run_1/met1.png
The bar under the picture is 20 um long.
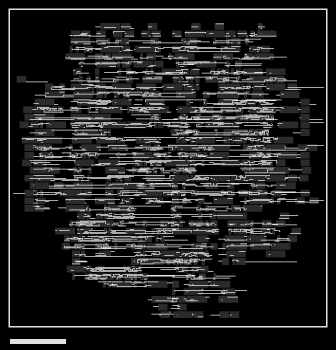
run_1/met2.png
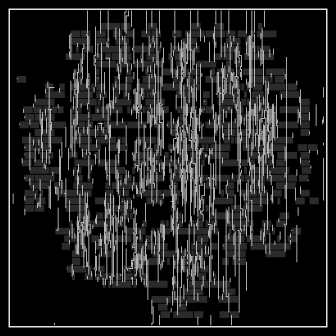
run_1/met3.png
The bar under the picture is 20 um long.
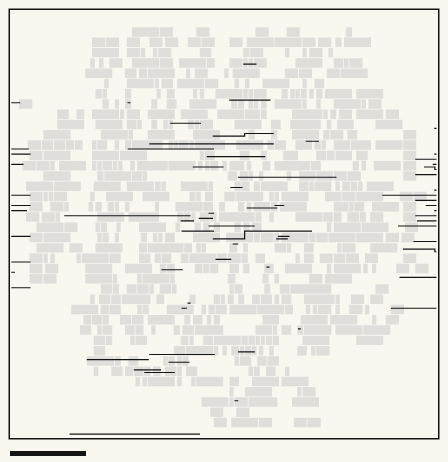
===== config.mk =====
export PLATFORM = sky130hd
export DESIGN_NAME = smg_scan_driver
export DESIGN_NICKNAME = d
export VERILOG_FILES = /design/src/rtl/smg_pkg.sv /design/src/rtl/smg_hex7.sv /design/src/rtl/smg_scan_driver.sv
export SDC_FILE = /design/constraint.sdc
export NUM_CORES = 1
export LEC_CHECK = 0
export CORE_MARGIN = 2
export CORE_UTILIZATION = 40
export CTS_BUF_LIST = sky130_fd_sc_hd__clkbuf_2
export CTS_CLUSTER_SIZE = 20
export DETAILED_ROUTE_END_ITERATION = 8
export PLACE_DENSITY = 0.67
export REMOVE_ABC_BUFFERS = 1
export SYNTH_ARGS = -nofsm -noshare
export SYNTH_HDL_FRONTEND = slang
export SYNTH_SLANG_ARGS = --single-unit
export TNS_END_PERCENT = 10

===== constraint.sdc =====
create_clock -name clk -period 2.95 [get_ports clk]
set_input_delay 0.59 -clock clk [delete_from_list [all_inputs] [get_ports clk]]
set_output_delay 0.59 -clock clk [all_outputs]
set_load 0.01 [all_outputs]

===== src/rtl/smg_pkg.sv =====
// Shared constants and types for the multiplexed seven-segment scan driver.
`timescale 1ns/1ps
package smg_pkg;

  localparam int unsigned SEG_W = 8;

  // Active-high patterns, g..a in bits 6..0, indexed by nibble value.
  localparam logic [15:0][6:0] SEG_TABLE = {
    7'h71, 7'h79, 7'h5E, 7'h39, 7'h7C, 7'h77, 7'h6F, 7'h7F,
    7'h07, 7'h7D, 7'h6D, 7'h66, 7'h4F, 7'h5B, 7'h06, 7'h3F
  };

  localparam logic [SEG_W-1:0] SEG_OFF = 8'h00;
  localparam logic [SEG_W-1:0] SEG_DP  = 8'h80;

  typedef enum logic {
    GUARD_PH = 1'b0,
    DRIVE_PH = 1'b1
  } phase_e;

endpackage


===== src/rtl/smg_hex7.sv =====
// Nibble to active-high seven-segment pattern (g..a).
`timescale 1ns/1ps
module smg_hex7
  import smg_pkg::*;
(
  input  logic [3:0] nibble,
  output logic [6:0] seg_c
);

  assign seg_c = SEG_TABLE[nibble];

endmodule


===== src/rtl/smg_scan_driver.sv =====
// Multiplexed seven-segment scan driver with double-buffered display word.
// Optional feature: SMG_LEADING_ZERO_BLANK_EN blanks leading zero digits.
`timescale 1ns/1ps
module smg_scan_driver
  import smg_pkg::*;
#(
  parameter int unsigned DIGITS         = 6,
  parameter int unsigned SCAN_DIV       = 50000,
  parameter int unsigned GUARD          = 2,
  parameter int unsigned SEG_ACTIVE_LOW = 1,
  parameter int unsigned SEL_ACTIVE_LOW = 1
) (
  input  logic                  clk,
  input  logic                  rst,
  input  logic                  load,
  input  logic [4*DIGITS-1:0]   data_in,
  input  logic [DIGITS-1:0]     dp_in,
  input  logic [DIGITS-1:0]     blank_in,
  output logic [SEG_W-1:0]      seg_out,
  output logic [DIGITS-1:0]     sel_out,
  output logic                  frame_done
);

  localparam int unsigned DATA_W = 4 * DIGITS;
  localparam int unsigned DIV_W  = (SCAN_DIV > 1) ? $clog2(SCAN_DIV) : 1;
  localparam int unsigned IDX_W  = (DIGITS > 1) ? $clog2(DIGITS) : 1;

  localparam logic [DIV_W-1:0]  DIV_LAST = DIV_W'(SCAN_DIV - 1);
  localparam logic [IDX_W-1:0]  IDX_LAST = IDX_W'(DIGITS - 1);
  localparam logic [SEG_W-1:0]  SEG_IDLE = (SEG_ACTIVE_LOW != 0) ? 8'hFF : 8'h00;
  localparam logic [DIGITS-1:0] SEL_IDLE = (SEL_ACTIVE_LOW != 0) ? {DIGITS{1'b1}} : {DIGITS{1'b0}};
  localparam phase_e            PHASE_RST = (GUARD != 0) ? GUARD_PH : DRIVE_PH;

  phase_e             phase_q, phase_nxt;
  logic [DIV_W-1:0]   div_q, div_nxt;
  logic [IDX_W-1:0]   idx_q, idx_nxt;
  logic               tick_c, frame_start_c, guard_nxt_c;

  logic [DATA_W-1:0]  pend_data, act_data, eff_data;
  logic [DIGITS-1:0]  pend_dp, act_dp, eff_dp;
  logic [DIGITS-1:0]  pend_blank, act_blank, eff_blank;
  logic [DIGITS-1:0]  lz_blank, dark_mask;
  logic               dirty_q;

  logic [3:0]         nib_c;
  logic [6:0]         hex_c;
  logic [SEG_W-1:0]   seg_c;
  logic [DIGITS-1:0]  sel_c;

  assign tick_c        = (div_q == DIV_LAST);
  assign frame_start_c = (div_q == '0) && (idx_q == '0);
  assign div_nxt       = tick_c ? '0 : div_q + DIV_W'(1);
  assign idx_nxt       = !tick_c ? idx_q : ((idx_q == IDX_LAST) ? '0 : idx_q + IDX_W'(1));

  generate
    if (GUARD == 0) begin : g_no_guard
      assign guard_nxt_c = 1'b0;
    end else begin : g_guard
      assign guard_nxt_c = (div_nxt < DIV_W'(GUARD));
    end
  endgenerate

  // A frame start with a pending load shows the new word in that same cycle.
  assign eff_data  = (frame_start_c && dirty_q) ? pend_data  : act_data;
  assign eff_dp    = (frame_start_c && dirty_q) ? pend_dp    : act_dp;
  assign eff_blank = (frame_start_c && dirty_q) ? pend_blank : act_blank;

`ifdef SMG_LEADING_ZERO_BLANK_EN
  logic lz_seen;
  always_comb begin
    lz_blank = '0;
    lz_seen  = 1'b0;
    for (int i = int'(DIGITS) - 1; i >= 1; i--) begin
      if (eff_data[4*i +: 4] != 4'h0 || eff_dp[i]) lz_seen = 1'b1;
      lz_blank[i] = !lz_seen;
    end
  end
`else
  assign lz_blank = '0;
`endif

  assign dark_mask = eff_blank | lz_blank;
  assign nib_c     = eff_data[{idx_q, 2'b00} +: 4];

  smg_hex7 u_hex7 (
    .nibble (nib_c),
    .seg_c  (hex_c)
  );

  always_ff @(posedge clk) begin
    if (rst) phase_q <= PHASE_RST;
    else     phase_q <= phase_nxt;
  end

  // Slot phase tracks the divider; outputs decode the current slot.
  always_comb begin
    phase_nxt = phase_q;
    seg_c     = SEG_OFF;
    sel_c     = '0;
    phase_nxt = guard_nxt_c ? GUARD_PH : DRIVE_PH;
    if (phase_q == DRIVE_PH) begin
      sel_c = DIGITS'(1) << idx_q;
      if (!dark_mask[idx_q]) seg_c = {1'b0, hex_c} | (eff_dp[idx_q] ? SEG_DP : SEG_OFF);
    end
  end

  always_ff @(posedge clk) begin
    if (rst) begin
      div_q      <= '0;
      idx_q      <= '0;
      dirty_q    <= 1'b0;
      pend_data  <= '0;
      pend_dp    <= '0;
      pend_blank <= '1;
      act_data   <= '0;
      act_dp     <= '0;
      act_blank  <= '1;
      seg_out    <= SEG_IDLE;
      sel_out    <= SEL_IDLE;
      frame_done <= 1'b0;
    end else begin
      div_q <= div_nxt;
      idx_q <= idx_nxt;
      if (load) begin
        pend_data  <= data_in;
        pend_dp    <= dp_in;
        pend_blank <= blank_in;
        dirty_q    <= 1'b1;
      end else if (frame_start_c) begin
        dirty_q    <= 1'b0;
      end
      if (frame_start_c && dirty_q) begin
        act_data  <= pend_data;
        act_dp    <= pend_dp;
        act_blank <= pend_blank;
      end
      seg_out    <= (SEG_ACTIVE_LOW != 0) ? ~seg_c : seg_c;
      sel_out    <= (SEL_ACTIVE_LOW != 0) ? ~sel_c : sel_c;
      frame_done <= tick_c && (idx_q == IDX_LAST);
    end
  end

endmodule


==> flow_summary.ini, run 1 <==
; physical design summary
[synthesis]
synthFlopType = dfxtp_1
synth-adder-area-share_pct = 2.36
yosys_area_um2 = 4780
async_flop_share_pct = 0
synthMostInstantiatedCell = dfxtp_1
postSynthCellCount = 521
yosysWarnings = 0
yosys.area_share.xor_xnor_pct = 3.30

[final_timing]
finalSetupViolCount = 0
min_period_over_period_pct = 93.8
finalHoldViolCount = 0

[power]
pwr-share-clk_pct = 27.1
p_comb_w = 0.000298
power.share.sequential_pct = 61.2

[clocking]
clk_pin_slew_ns = 0.26
clock-sinks = 108
clk_path_buf_depth = 2

[die]
core_region_area_um2 = 11500
fp_util_pct = 41.5

[final_layout]
lay_top_cells = dfxtp_1 (107), nand2_1 (74), nor2_1 (65)
finalInstanceArea_um2 = 5640
fillCellCount = 1104

[setup_path]
slowest_stage = dfxtp_2
path_cells = inv_1 > ha_1 > nor2b_1 > and4_1 > nand3_2 > mux4_2 > a221oi_4 > inv_1 > ha_1 > nor2b_1 > a211oi_1 > o21ai_0
ff2ff_path_depth = 12
worst_path_largest_cell_delay_ns = 0.39
worstSetupStartpoint = div_q[1]$_SDFF_PP0_
cp.depth = 12
r2r_setup_slack_ns = 0.18
cp_num_buf_inv = 2
path_max_fanout = 5
cp-start-kind = flip-flop
reg2reg_to = seg_out[3]$_SDFF_PP1_

[place]
dp_hpwl_um = 7700
place_congestion = 0.835

[route]
drcViolationCount = 0
drtPass1Iterations = 4
avgRoutedWirePerCell_um = 14.6
drt_iter0_drc = 211

[outcome]
run_status = completed

[grt]
antenna_found_initial = 1
grt-ovfl-total = 0

[run]
tool_warnings = 31
## Picture notes: met1.png
share of all routed wire = 47%
wire length on this layer = 4940 um

## Picture notes: met2.png
longest straight run = 60.2 um
share of all routed wire = 46%
nets with wire on the layer = 527
wire length on this layer = 4860 um
met2 GRT Util: 27.9%
vias after detailed routing: 3845
Total Wirelength: 10500 um

## Picture notes: met3.png
longest straight run = 34.3 um
main direction = horizontal

==> run 1: area by class of cell <==
type / count / area, um^2 / area share, %
Antenna cell: 1 / 2.50 / 0.0444
Sequential cell: 108 / 2160 / 38.4
Multi-Input combinational cell: 366 / 2430 / 43.1
Timing Repair Buffer: 77 / 701 / 12.4
Inverter: 12 / 45.0 / 0.799
Clock buffer: 9 / 45.0 / 0.799
Tap cell: 143 / 179 / 3.17
Clock inverter: 7 / 72.6 / 1.29
==> run 1: per-layer routing <==
layer | GRT usage [%] | vias up | routed length (um)
met2 | 27.9 | 89 | 4860
li1 | - | 1905 | -
met4 | 5.85 | 0 | 234
met1 | 22.6 | 1829 | 4940
met5 | 0 | - | 0
met3 | 3.00 | 22 | 494
==> run 2, diff against run 1 <==
Settings changed: CORE_MARGIN 2 to 3, PLACE_DENSITY 0.67 to 0.73.
run_2/met3.png
The bar under the picture is 20 um long.
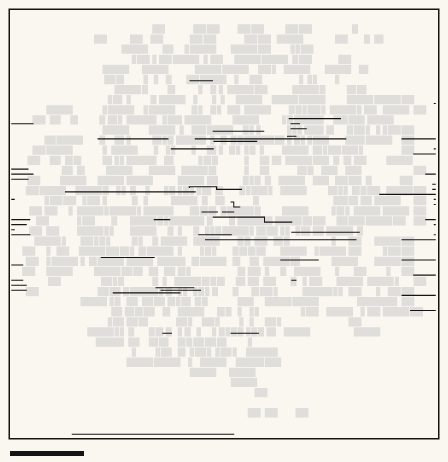
share of all routed wire = 5.2%
nets with wire on the layer = 51
longest straight run = 43.5 um
vias after detailed routing: 3801
Total Wirelength: 10100 um

==> run 2 against run 1 <==
  * Global-route usage down 1.1 points
  * Highest routed layer unchanged
  * Clock skew barely moved
  * Flip-flop count unchanged
  * Clock power decreased by 6.7%
  * Critical endpoint unchanged
  * Utilization decreased by 0.59 points
  * Sequential power hardly changed
  * Largest cell class unchanged
  * Critical path depth up 1
  * Area after synthesis unchanged
  * Final cell count is 0.55% lower
  * Synthesized cell count unchanged
  * Die area rose by 3.6%
  * Critical path type unchanged
  * Via count down 1.1%
==> flow_summary.ini, run 2 <==
; physical design summary
[outcome]
run_status = completed

[final_timing]
grt_setup_unrepaired = no
min_period_over_period_pct = 95.0
fin_ws_ns = 0.148
finalSetupViolCount = 0

[run]
tool_warnings = 31

[die]
fp_util_pct = 41.3
core_region_area_um2 = 11600

[grt]
antenna_found_initial = 1
grt.busiest_layer = met2
grt-ovfl-total = 0
use_met1_pct = 20.9
grt_use_met2_pct = 26.0

[setup_path]
worst_path_largest_cell_delay_ns = 0.43
cp.depth = 13
r2r_setup_slack_ns = 0.15
cp-endpoint = seg_out[3]$_SDFF_PP1_
slowest_stage = dfxtp_4
cp-start-kind = flip-flop
ff2ff_path_depth = 13
path_max_fanout = 7
worstSetupStartpoint = div_q[0]$_SDFF_PP0_
reg2reg_to = seg_out[3]$_SDFF_PP1_

[synthesis]
synthMostInstantiatedCell = dfxtp_1
yosysWarnings = 0
synth-adder-area-share_pct = 2.36
synthFlopType = dfxtp_1
logic_family = simple AND/OR/NAND/NOR gates
postSynthCellCount = 521
yosys_area_um2 = 4780
async_flop_share_pct = 0

[route]
met2_length_um = 4830
drt_iter0_drc = 281
wl_met3_um = 521
highest_layer = met4
drtPass1Iterations = 5
drcViolationCount = 0
avgRoutedWirePerCell_um = 14.0
m1WireLength_um = 4630

[power]
p_comb_w = 0.000294
power.group.top = sequential cells
pwr-share-clk_pct = 25.8

[clocking]
clk_pin_slew_ns = 0.28
clock-sinks = 108

[final_layout]
finalInstanceArea_um2 = 5600
lay_top_cells = dfxtp_1 (105), nand2_1 (74), nor2_1 (65)

[place]
dp_hpwl_um = 7230
run 2: cell types whose count changed in the layout (fill, tap and decap cells not counted), sizes merged:
| cell | before | now |
|---|---|---|
| buf | 26 | 22 |
| clkinv | 3 | 5 |
| inv | 13 | 11 |
| clkbuf | 9 | 10 |
| clkinvlp | 2 | 1 |
run 2: repair_timing:
action                                  in CTS  in global routing
resized                                      0                  8
endpoints found under the hold margin        0                  0
endpoints found under the setup margin       0                  4
buffers inserted                             0                  1
run 2: cell type report:
cell class | instances | area, um^2
clock inverter | 6 | 55.1
timing repair buffer | 73 | 671
fill | 1073 | 5970
multi-input combinational | 366 | 2430
inverter | 12 | 45.0
tap | 143 | 179
clock buffer | 10 | 50.0
sequential | 108 | 2170
antenna | 1 | 2.50
No activity file was given, so power comes from the tool's default toggle rates.
